`src/rtl/regfile_wb_arbiter.sv`:
```
// Two-source writeback arbiter: per-source FIFOs feed a registered register-file write port.
// Optional macro WB_FORWARD_EN adds fwd1/fwd2 forwarding outputs for decode.
module regfile_wb_arbiter #(
  parameter int DEPTH = 2,
  parameter int AW    = 5,
  parameter int DW    = 32
) (
  input  logic          clk,
  input  logic          rst_n,
  input  logic          req0_valid,
  output logic          req0_ready,
  input  logic [AW-1:0] req0_addr,
  input  logic [DW-1:0] req0_data,
  input  logic          req1_valid,
  output logic          req1_ready,
  input  logic [AW-1:0] req1_addr,
  input  logic [DW-1:0] req1_data,
  output logic          we3,
  output logic [AW-1:0] a3,
  output logic [DW-1:0] wd3,
  input  logic [AW-1:0] qa1,
  input  logic [AW-1:0] qa2,
  output logic          pend1,
  output logic          pend2,
  output logic          idle
`ifdef WB_FORWARD_EN
  ,
  output logic          fwd1_hit,
  output logic [DW-1:0] fwd1_data,
  output logic          fwd2_hit,
  output logic [DW-1:0] fwd2_data
`endif
);

  localparam int PW = (DEPTH > 1) ? $clog2(DEPTH) : 1;
  localparam int CW = PW + 1;
  localparam logic [CW-1:0] FULL = CW'(DEPTH);

  logic [AW-1:0] f_addr [2][DEPTH];
  logic [DW-1:0] f_data [2][DEPTH];
  logic [PW-1:0] wr_ptr [2];
  logic [PW-1:0] rd_ptr [2];
  logic [CW-1:0] count  [2];
  logic [AW-1:0] in_addr [2];
  logic [DW-1:0] in_data [2];
  logic          last_grant;
  logic [1:0]    push, pop, ne;
  logic          grant_valid, grant_sel;
  logic [1:0]    m1, m2;
  logic          ws1, ws2;

  // Handshake: a transfer happens at a rising edge where valid && ready; ready depends
  // only on FIFO occupancy, and an addr==0 transfer is accepted but dropped.
  assign req0_ready = (count[0] < FULL);
  assign req1_ready = (count[1] < FULL);
  assign in_addr[0] = req0_addr;
  assign in_addr[1] = req1_addr;
  assign in_data[0] = req0_data;
  assign in_data[1] = req1_data;
  assign push[0] = req0_valid && req0_ready && (req0_addr != '0);
  assign push[1] = req1_valid && req1_ready && (req1_addr != '0);
  assign ne[0] = (count[0] != '0);
  assign ne[1] = (count[1] != '0);

  always_comb begin
    grant_valid = |ne;
    if (ne == 2'b11) grant_sel = ~last_grant;
    else             grant_sel = ne[1];
    pop[0] = grant_valid && !grant_sel;
    pop[1] = grant_valid && grant_sel;
  end

  always_ff @(posedge clk) begin
    for (int s = 0; s < 2; s++) begin
      if (push[s]) begin
        f_addr[s][wr_ptr[s]] <= in_addr[s];
        f_data[s][wr_ptr[s]] <= in_data[s];
      end
    end
  end

  always_ff @(posedge clk) begin
    if (!rst_n) begin
      for (int s = 0; s < 2; s++) begin
        count[s]  <= '0;
        wr_ptr[s] <= '0;
        rd_ptr[s] <= '0;
      end
      we3        <= 1'b0;
      a3         <= '0;
      wd3        <= '0;
      last_grant <= 1'b1;
    end else begin
      for (int s = 0; s < 2; s++) begin
        if (push[s]) wr_ptr[s] <= wr_ptr[s] + 1'b1;
        if (pop[s])  rd_ptr[s] <= rd_ptr[s] + 1'b1;
        case ({push[s], pop[s]})
          2'b10:   count[s] <= count[s] + 1'b1;
          2'b01:   count[s] <= count[s] - 1'b1;
          default: count[s] <= count[s];
        endcase
      end
      we3 <= grant_valid;
      if (grant_valid) begin
        a3         <= f_addr[grant_sel][rd_ptr[grant_sel]];
        wd3        <= f_data[grant_sel][rd_ptr[grant_sel]];
        last_grant <= grant_sel;
      end
    end
  end

  // Per-FIFO match vectors over occupied slots only.
  always_comb begin
    m1 = '0;
    m2 = '0;
    for (int s = 0; s < 2; s++) begin
      for (int k = 0; k < DEPTH; k++) begin
        if (CW'(k) < count[s]) begin
          if (f_addr[s][rd_ptr[s] + PW'(k)] == qa1) m1[s] = 1'b1;
          if (f_addr[s][rd_ptr[s] + PW'(k)] == qa2) m2[s] = 1'b1;
        end
      end
    end
  end

  assign ws1   = we3 && (a3 == qa1);
  assign ws2   = we3 && (a3 == qa2);
  assign pend1 = (qa1 != '0) && ((|m1) || ws1);
  assign pend2 = (qa2 != '0) && ((|m2) || ws2);
  assign idle  = (count[0] == '0) && (count[1] == '0) && !we3;

`ifdef WB_FORWARD_EN
  logic [DW-1:0] fd1 [2];
  logic [DW-1:0] fd2 [2];

  // Walk oldest to youngest so the last match left standing is the youngest.
  always_comb begin
    for (int s = 0; s < 2; s++) begin
      fd1[s] = '0;
      fd2[s] = '0;
      for (int k = 0; k < DEPTH; k++) begin
        if (CW'(k) < count[s]) begin
          if (f_addr[s][rd_ptr[s] + PW'(k)] == qa1) fd1[s] = f_data[s][rd_ptr[s] + PW'(k)];
          if (f_addr[s][rd_ptr[s] + PW'(k)] == qa2) fd2[s] = f_data[s][rd_ptr[s] + PW'(k)];
        end
      end
    end
    fwd1_hit  = (qa1 != '0) && ((m1[0] ^ m1[1]) || ((m1 == 2'b00) && ws1));
    fwd2_hit  = (qa2 != '0) && ((m2[0] ^ m2[1]) || ((m2 == 2'b00) && ws2));
    fwd1_data = m1[0] ? fd1[0] : (m1[1] ? fd1[1] : wd3);
    fwd2_data = m2[0] ? fd2[0] : (m2[1] ? fd2[1] : wd3);
  end
`endif

endmodule

```
`config.mk`:
```
export PLATFORM = sky130hd
export DESIGN_NAME = regfile_wb_arbiter
export DESIGN_NICKNAME = d
export VERILOG_FILES = /design/src/rtl/regfile_wb_arbiter.sv
export SDC_FILE = /design/constraint.sdc
export NUM_CORES = 1
export LEC_CHECK = 0
export ABC_CLOCK_PERIOD_IN_PS = 5500
export CORE_MARGIN = 1
export CORE_UTILIZATION = 42
export DETAILED_ROUTE_END_ITERATION = 10
export SLEW_MARGIN = 30
export SYNTH_ARGS = -nofsm -noshare
export SYNTH_HDL_FRONTEND = slang
export SYNTH_SLANG_ARGS = --single-unit
```
`constraint.sdc`:
```
create_clock -name clk -period 5.5 [get_ports clk]
set_input_delay 0.825 -clock clk [delete_from_list [all_inputs] [get_ports clk]]
set_output_delay 0.825 -clock clk [all_outputs]
set_load 0.02 [all_outputs]
```
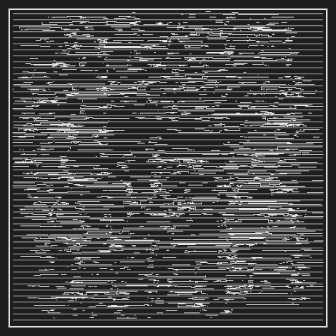
**Above:** run 1 (the metal 1 layer).
Supply wires on this layer in gray.
The layer holds 45% of the routed length. The layer carries 8470 um of wire. The wires run mostly horizontal. 758 nets have wire on it. The longest straight run is 43.2 um.

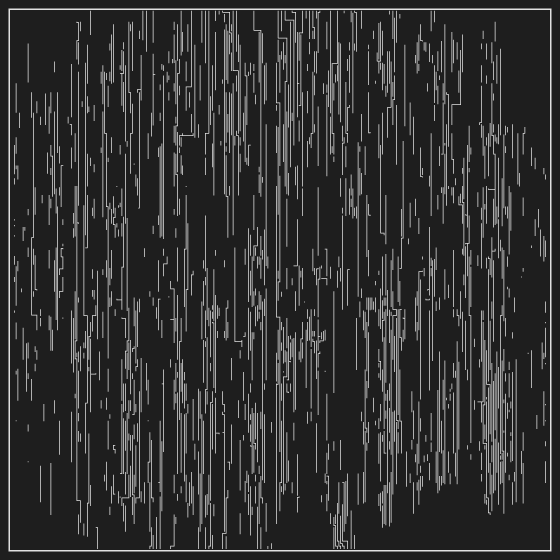
**Above:** run 1 (M2 wires).
The wires run mostly vertical. 698 nets have wire on it.

==> impl_metrics.yaml, run 1 <==
# generated from flow reports
drt:
  drt_iter0_drc: 194
  antenna_left: 0
  first_pass_iters: 4
  dr_wl_met3_um: 805
  wl_met1_um: 8473
  via_count: 5161
  top_layer_used: "met4"
  route.detailed.drc: 0
  met2_length_um: 9423
floorplan:
  initCoreUtil_pct: 42.95
  chip_area_sq_mm: 0.02047
  rows: 51
  io_pins: 131
synthesis:
  ys_types: 34
  async_reset_ff_share_pct: 0
  syn_avg_cell_area_sq_um: 13.46
  post-synth-top-count-cell: "edfxtp_1"
  netlist_instances: 621
  yosys.area_share.simple_pct: 9.579
  ys_cells: 621
  ys_top_logic_family: "simple AND/OR/NAND/NOR gates"
  synth_nets: 718
  mux_share_pct: 6.451
  synth_warnings: 0
finish:
  buffers: 138
  clkbuf_count: 19
  nMultiInputCombCells: 372
  regArea_sq_mm: 0.005465
  comb-cell-share_pct: 25.46
  areaGrowthSynthToFinish_pct: 25.30
  clk_share_pct: 5.782
  final_cell_mix: "edfxtp_1, clkdlybuf4s50_1, nor2b_1, a211oi_1, mux2i_1"
  largest_class: "registers"
  num_antenna_cells: 0
  nFlopsAndLatches: 195
critical_path:
  cp.arrival_ns: 3.14
  cp_max_fo: 18
  worst-path-buf-inv: 2
  r2r-start: "count[0][1]"
  crit_required_ns: 4.68
  cpLargestDelayFamily: "buffers and inverters"
  worstSetupStartpoint: "rd_ptr[0]"
power_and_ir_drop:
  p_clk_share_pct: 22.9
  top_power_group: "sequential cells"
  seq_power_mw: 2.11
  p_clk_mw: 1.26
  pg_comb_mw: 2.11
  ir_drop_mv: 0.2238
  p_per_area_mw_per_mm2: 523.0
  swShare_pct: 35.99
clock_network:
  path_clk_slew_ns: 0.07
  htree_num_levels: 4
  cts_inserted_buffers: 17
  post_cts_resized: 0
  clk-insertion-delay-late_ns: 0.43
  cts_root_buf: "clkbuf_16"
timing:
  hold_ws_ns: 0.5126
  period_used_pct: 72.03
  final-setup-viol-count: 0
  tightest_slew_ns: 0.8499
  worst_clock_skew_ns: 0.01479
run:
  warnings: 31
global_route:
  use_met3_pct: 4.762
  gr-usage-met2_pct: 33.53
  top_usage_layer: "met2"
  overflow: 0
  grt_usage_pct: 19.62
placement:
  portBuffers: 130
  gp_congestion: 0.8418
run_status:
  outcome: "completed"
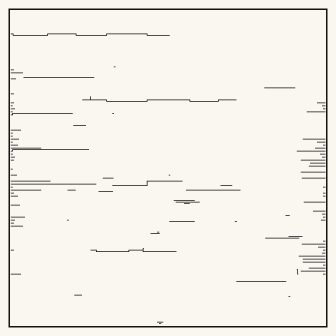
**Above:** run 1 (M3 wires).
The wires run mostly horizontal. The layer holds 4.2% of the routed length. 90 nets have wire on it.

==> run 1: worst paths after layout <==
kind | end | slack (ns) | depth (start not counted)
worst min-delay path | wd3[4] | 0.51 | 2
worst max register to register | wd3[9] | 2.67 | 9
worst max-delay path | pend1 | 1.54 | 8
worst min register to register | wd3[4] | 0.51 | 2
==> run 1: through the flow <==
step	instances	util [%]	setup WS, ns
4_1_cts	1011	53.74	1.336
6_report	1012	53.82	1.539
2_1_floorplan	621	-	2.331
3_5_place_dp	979	50.63	1.696
5_1_grt	1012	53.82	1.335
3_3_place_gp	978	50.56	1.683
==> run 1: flip-flops by register name (all words and copies together) (netlist names) <==
name	flops
a3	5
count	4
f_addr	20
f_data	128
last_grant	1
rd_ptr	2
wd3	32
we3	1
wr_ptr	2
==> run 1 -> run 2 <==
--- a/config.mk
+++ b/config.mk
@@ -5,10 +5,11 @@
 export SDC_FILE = /design/constraint.sdc
 export NUM_CORES = 1
 export LEC_CHECK = 0
-export ABC_CLOCK_PERIOD_IN_PS = 5500
+export ABC_CLOCK_PERIOD_IN_PS = 3600
 export CORE_MARGIN = 1
 export CORE_UTILIZATION = 42
 export DETAILED_ROUTE_END_ITERATION = 10
+export PLACE_DENSITY = 0.67
 export SLEW_MARGIN = 30
 export SYNTH_ARGS = -nofsm -noshare
 export SYNTH_HDL_FRONTEND = slang
==> constraint.sdc (replaced) <==
create_clock -name clk -period 3.6 [get_ports clk]
set_input_delay 0.54 -clock clk [delete_from_list [all_inputs] [get_ports clk]]
set_output_delay 0.54 -clock clk [all_outputs]
set_load 0.02 [all_outputs]
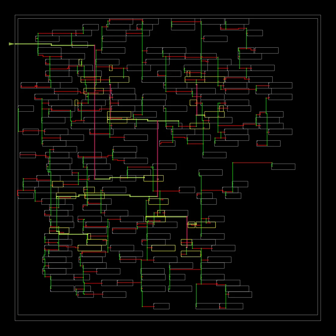
**Above:** run 2 (clock nets).
CTS Sinks: 195
clk latency late pin: 0.42 ns
Clk. pwr: 1.93 mW
CTS buffer count: 17
registers: 195

==> run 2 against run 1 <==
Effect of this change: routed wire length is 1.8% lower; critical path depth stayed put; first-iteration DRC count is 27% higher; sequential power is about 50% higher; die area stayed put; critical endpoint is now pend2; clock power is 53% higher; count of clock-buffer cells in the layout is 6 higher; register-to-register slack worse by 1.8 ns; synthesized area stayed put; synthesized cell count stayed put; cell area is 0.88% higher.
==> impl_metrics.yaml, run 2 <==
# generated from flow reports
synthesis:
  ys_cells: 621
  synth_warnings: 0
  syn_avg_cell_area_sq_um: 13.46
  synth_nets: 718
  netlist_instances: 621
  post-synth-top-count-cell: "edfxtp_1"
  synth_area_sq_mm: 0.008359
  async_reset_ff_share_pct: 0
global_route:
  overflow: 0
  grt_usage_pct: 18.99
  top_usage_layer: "met2"
  use_met3_pct: 4.158
placement:
  placed_cells: 985
  gp_congestion: 0.8616
  dp_slack_ns: 0.3529
floorplan:
  chip_area_sq_mm: 0.02047
  rows: 51
  initCoreUtil_pct: 42.95
drt:
  met2_length_um: 9392
  top_layer_used: "met4"
  dr_wl_met3_um: 798
  first_pass_iters: 4
  antenna_left: 0
  drt_iter0_drc: 246
  wl_met1_um: 8138
finish:
  num_antenna_cells: 0
  finish.utilization_pct: 54.29
  nMultiInputCombCells: 372
  areaGrowthSynthToFinish_pct: 26.40
  largest_class: "registers"
  fin_cells: 1018
  final_cell_mix: "edfxtp_1, clkdlybuf4s50_1, nor2b_1, a211oi_1, mux2i_1"
  comb-cell-share_pct: 25.23
  regArea_sq_mm: 0.005465
  clk_share_pct: 5.743
  buffers: 144
timing:
  worst_clock_skew_ns: 0.01273
  hold_ws_ns: 0.5085
  period_used_pct: 95.67
  postLayoutSetupSlackWorst_ns: 0.1559
power_and_ir_drop:
  top_power_group: "combinational logic"
  pg_comb_mw: 3.37
  seq_power_mw: 3.17
  p_per_area_mw_per_mm2: 801.9
  ir_drop_mv: 0.4426
  p_clk_share_pct: 22.8
critical_path:
  cp_max_fo: 11
  crit_required_ns: 3.06
  cpLargestDelayFamily: "buffers and inverters"
  cp.arrival_ns: 2.90
  worst-path-buf-inv: 2
run_status:
  outcome: "completed"
clock_network:
  path_clk_slew_ns: 0.07
  post_cts_resized: 0
  cts_root_buf: "clkbuf_16"
  htree_num_levels: 4
run:
  warnings: 31
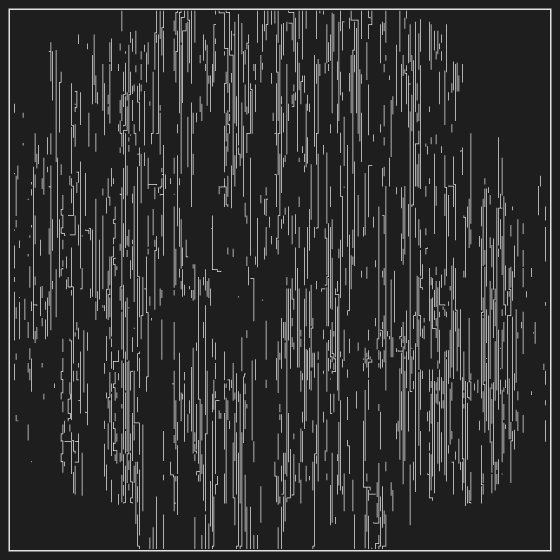
**Above:** run 2 (M2 wires).
DRT Wirelength: 18670 um
vias: 5210
met2 GRT Util: 31.99%

==> run 2: kinds of logic (layout without fill, tap and decap cells) <==
kind of cell | Yosys count | count (layout) | synth area share, %
AND-OR/OR-AND | 112 | 112 | 8.906
AND/OR/NAND/NOR | 148 | 148 | 9.579
XOR/XNOR | 51 | 51 | 5.344
buffers and inverters | 54 | 186 | 2.994
flip-flops | 195 | 195 | 65.38
multiplexers | 52 | 52 | 6.451
adder cells (fa/ha/maj) | 9 | 9 | 1.347
==> run 2: worst paths after layout <==
kind	start	end	slack, ns	depth (start not counted)
worst min register to register	wd3[4]	wd3[4]	0.51	2
worst max register to register	count[0][1]	count[1][1]	0.90	11
worst max-delay path	rd_ptr[0]	pend2	0.16	8
worst min-delay path	wd3[4]	wd3[4]	0.51	2
Power and IR drop assume default switching activity.
